<file path="src/rtl/timer_pkg.sv">
// Shared types for the countdown timer: FSM state, BCD digit type and clamp helper.
package timer_pkg;

   typedef enum logic [1:0] {
      ST_IDLE,
      ST_RUN,
      ST_PAUSE,
      ST_EXPIRED
   } timer_state_t;

   typedef logic [3:0] bcd_t;

   localparam bcd_t BCD_MAX = 4'd9;

   // Out-of-range BCD nibbles (A..F) saturate to 9 rather than wrap.
   function automatic bcd_t bcd_clamp(input bcd_t d);
      return (d > BCD_MAX) ? BCD_MAX : d;
   endfunction

endpackage

</file>
<file path="src/rtl/timer_ctrl_tick_gen.sv">
// Prescaler: counts 0..PERIOD-1 while enabled, one-cycle tick on wrap plus a
// half-period tick (mid-count and wrap) used for blinking. PERIOD must be >= 2.
module tick_gen #(
   parameter int PERIOD = 25_000_000
) (
   input  logic clk,
   input  logic rst,
   input  logic en,
   input  logic clr,
   output logic tick,
   output logic half_tick
);

   localparam int CW = (PERIOD > 1) ? $clog2(PERIOD) : 1;
   localparam logic [CW-1:0] LAST = CW'(PERIOD - 1);
   localparam logic [CW-1:0] HALF = CW'(PERIOD / 2 - 1);

   logic [CW-1:0] cnt;

   always_ff @(posedge clk or posedge rst) begin
      if (rst)
         cnt <= '0;
      else if (clr)
         cnt <= '0;
      else if (en)
         cnt <= (cnt == LAST) ? '0 : cnt + 1'b1;
   end

   // A synchronous clear in the same cycle swallows any pending tick.
   assign tick      = en && !clr && (cnt == LAST);
   assign half_tick = en && !clr && ((cnt == LAST) || (cnt == HALF));

endmodule

</file>
<file path="src/rtl/timer_ctrl.sv">
// Two-digit BCD countdown with start/pause/clear, expiry pulse and frame-synchronous
// display buffer. Define TIMER_CTRL_BLINK_EN to blink the display while expired.
module timer_ctrl
   import timer_pkg::*;
#(
   parameter int CLK_HZ = 25_000_000
) (
   input  logic       i_clk_25,
   input  logic       i_rst,
   input  logic       i_start,
   input  logic       i_pause,
   input  logic       i_clear,
   input  logic [3:0] i_load_ten,
   input  logic [3:0] i_load_one,
   input  logic       i_frame,
   output logic [3:0] o_ten,
   output logic [3:0] o_one,
   output logic       o_blank,
   output logic       o_running,
   output logic       o_timeout
);

   timer_state_t state, nxt_state;
   bcd_t         ten, one, nxt_ten, nxt_one;
   bcd_t         ld_ten, ld_one;
   logic         expire;
   logic         blank, nxt_blank;
   logic         pre_en, pre_clr, tick, half_tick;

   assign ld_ten  = bcd_clamp(i_load_ten);
   assign ld_one  = bcd_clamp(i_load_one);
   assign pre_clr = i_clear | i_start;

`ifdef TIMER_CTRL_BLINK_EN
   assign pre_en = (state == ST_RUN) || (state == ST_EXPIRED);
`else
   assign pre_en = (state == ST_RUN);
`endif

   tick_gen #(
      .PERIOD (CLK_HZ)
   ) u_tick (
      .clk       (i_clk_25),
      .rst       (i_rst),
      .en        (pre_en),
      .clr       (pre_clr),
      .tick      (tick),
      .half_tick (half_tick)
   );

   // Priority: clear > start > pause > tick; a tick with pause decrements first.
   always_comb begin
      nxt_state = state;
      nxt_ten   = ten;
      nxt_one   = one;
      expire    = 1'b0;
      if (i_clear) begin
         nxt_state = ST_IDLE;
         nxt_ten   = '0;
         nxt_one   = '0;
      end else if (i_start) begin
         nxt_ten = ld_ten;
         nxt_one = ld_one;
         if (ld_ten == '0 && ld_one == '0) begin
            nxt_state = ST_EXPIRED;
            expire    = 1'b1;
         end else begin
            nxt_state = ST_RUN;
         end
      end else begin
         if (state == ST_RUN && tick) begin
            if (one != '0) begin
               nxt_one = one - 1'b1;
            end else begin
               nxt_ten = ten - 1'b1;
               nxt_one = BCD_MAX;
            end
            if (ten == '0 && one == 4'd1) begin
               nxt_state = ST_EXPIRED;
               expire    = 1'b1;
            end
         end
         // Reaching 00 wins over a coincident pause: the timer expires.
         if (i_pause && !expire) begin
            if (state == ST_RUN)
               nxt_state = ST_PAUSE;
            else if (state == ST_PAUSE)
               nxt_state = ST_RUN;
         end
      end
   end

`ifdef TIMER_CTRL_BLINK_EN
   // Blank starts at 1 on every entry to EXPIRED, then flips each half period.
   always_comb begin
      nxt_blank = 1'b0;
      if (nxt_state == ST_EXPIRED)
         nxt_blank = (state == ST_EXPIRED && !pre_clr) ? (blank ^ half_tick) : 1'b1;
   end
`else
   assign nxt_blank = 1'b0;
`endif

   always_ff @(posedge i_clk_25 or posedge i_rst) begin
      if (i_rst) begin
         state     <= ST_IDLE;
         ten       <= '0;
         one       <= '0;
         blank     <= 1'b0;
         o_ten     <= '0;
         o_one     <= '0;
         o_blank   <= 1'b0;
         o_running <= 1'b0;
         o_timeout <= 1'b0;
      end else begin
         state     <= nxt_state;
         ten       <= nxt_ten;
         one       <= nxt_one;
         blank     <= nxt_blank;
         o_running <= (nxt_state == ST_RUN);
         o_timeout <= expire;
         if (i_frame) begin
            o_ten   <= ten;
            o_one   <= one;
            o_blank <= blank;
         end
      end
   end

endmodule

</file>
<file path="config.mk">
export PLATFORM = sky130hd
export DESIGN_NAME = timer_ctrl
export DESIGN_NICKNAME = d
export VERILOG_FILES = /design/src/rtl/timer_pkg.sv /design/src/rtl/timer_ctrl_tick_gen.sv /design/src/rtl/timer_ctrl.sv
export SDC_FILE = /design/constraint.sdc
export NUM_CORES = 1
export LEC_CHECK = 0
export CORE_MARGIN = 5
export CORE_UTILIZATION = 30
export DETAILED_ROUTE_END_ITERATION = 12
export GPL_TIMING_DRIVEN = 0
export PLACE_DENSITY_LB_ADDON = 0.12
export SKIP_LAST_GASP = 1
export SLEW_MARGIN = 40
export SYNTH_ARGS = -nofsm -noshare
export SYNTH_HDL_FRONTEND = slang
export SYNTH_SLANG_ARGS = --single-unit
</file>
<file path="constraint.sdc">
create_clock -name i_clk_25 -period 3.1 [get_ports i_clk_25]
set_input_delay 0.465 -clock i_clk_25 [delete_from_list [all_inputs] [get_ports i_clk_25]]
set_output_delay 0.465 -clock i_clk_25 [all_outputs]
set_load 0.05 [all_outputs]
</file>
==> images/congestion_map.png <==
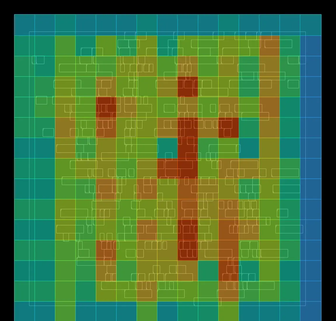
M3 GR Usage: 2.18%
average routed wire per standard cell: 17.5 um
final core occ: 36.0%
met2 global-route usage: 21.7%
met1 global-route usage: 19.3%

==> images/clock_wires.png <==
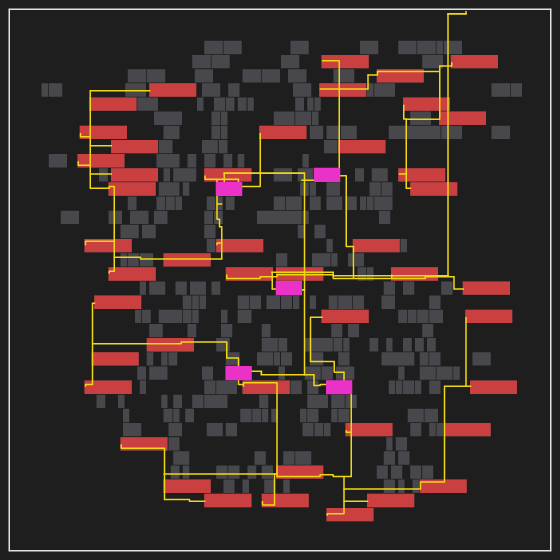
[magenta] clock-net drivers | count: 5
[red] flip-flops | count: 45
[yellow] clock wires | length: 747 um
routed clock nets	6
flops lie	spread over the die
later-pin clock latency in the skew report: 0.31 ns
Setup Skew: 0.00800 ns

==> images/layers.png <==
Bar = 20 um.
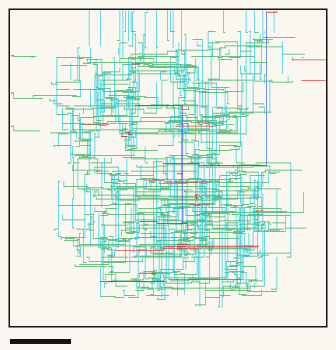
color	layer	wire length
blue	M4	87.7 um
cyan	M2	3490 um
green	M1	3590 um
red	M3	272 um
WL final: 7430 um
total track usage: 13.7%
vias: 2377

==> impl_metrics.ini <==
; yosys + openroad results
[yosys]
most_common_cell = dfrtp_1
edf_count = 0
synth-seq-cells = 45
synthDominantCellAreaShare_pct = 42.7
ys_cells = 285
syn_inst = 285
synth_chip_area_mm2 = 0.00264
syn_area_per_cell_um2 = 9.25

[outcome]
status = completed

[setup_path]
crit_required_ns = 3.32
crit_path_start_kind = primary input
cp_max_fo = 10

[final_layout]
buf_share_pct = 10.0
area_growth_pct = 18.0
layout.nets = 332
buffers = 38
layout_top_cell = dfrtp_1
nClkBuffers = 6

[floorplan]
ios = 25
dieArea_mm2 = 0.0108

[power_and_ir_drop]
p_int_uw = 846
p_total_uw = 1220
p_leak_uw = 0.00118
ir_drop_mv = 0.144
pwr-share-seq_pct = 51.1
pg_clk_uw = 384

[cts]
clockBufferDepth = 2
cts_resized = 0

[global_route]
grt_pass1_wl_um = 12100
grt_pass1_vias = 2337

[placed_design]
place_hpwl_um = 5270

[sta]
finalHoldViolations = 0
whs_ns = 0.471
## final timing paths
check	start	slack, ns	depth (start not counted)	to
worst max-delay path	i_start	0.71	6	u_tick.cnt[14]$_DFFE_PP0P_
worst min-delay path	i_rst	0.47	2	o_one[2]$_DFFE_PP0P_
worst max register to register	u_tick.cnt[0]$_DFFE_PP0P_	0.73	7	ten[1]$_DFFE_PP0P_
worst min register to register	u_tick.cnt[24]$_DFFE_PP0P_	0.50	1	u_tick.cnt[24]$_DFFE_PP0P_
max in group asynchronous	i_rst	2.19	3	ten[2]$_DFFE_PP0P_
min in group i_clk_25	u_tick.cnt[24]$_DFFE_PP0P_	0.50	1	u_tick.cnt[24]$_DFFE_PP0P_
## registers in the layout, indices dropped and copies added, names as in the netlist
name,count
o_running,1
one,4
state,2
o_timeout,1
o_one,4
ten,4
o_ten,4
u_tick.cnt,25
## worst max-delay path, stage by stage
cell	delay (ns)
clkdlybuf4s50_1	0.57
nor2_1	0.25
clkbuf_1	0.43
buf_1	0.49
nand3_1	0.15
a31oi_1	0.24
## kinds of logic (layout without fill, tap and decap cells)
logic type	after synthesis	count (layout)	share of synthesized area, %
adder cells (fa/ha/maj)	3	3	1.42
buffers and inverters	27	58	4.17
XOR/XNOR	5	5	1.66
other	1	1	0.142
flip-flops	45	45	42.7
AND/OR/NAND/NOR	126	126	28.3
multiplexers	14	14	5.74
AND-OR/OR-AND	64	64	15.8
## per-layer routing
| metal | share of wire (%) | vias up |
|---|---|---|
| li1 | - | 1135 |
| met5 | 0 | - |
| met1 | 48 | 1187 |
| met2 | 47 | 50 |
| met3 | 3.7 | 5 |
| met4 | 1.2 | 0 |
Power and IR drop assume default switching activity.
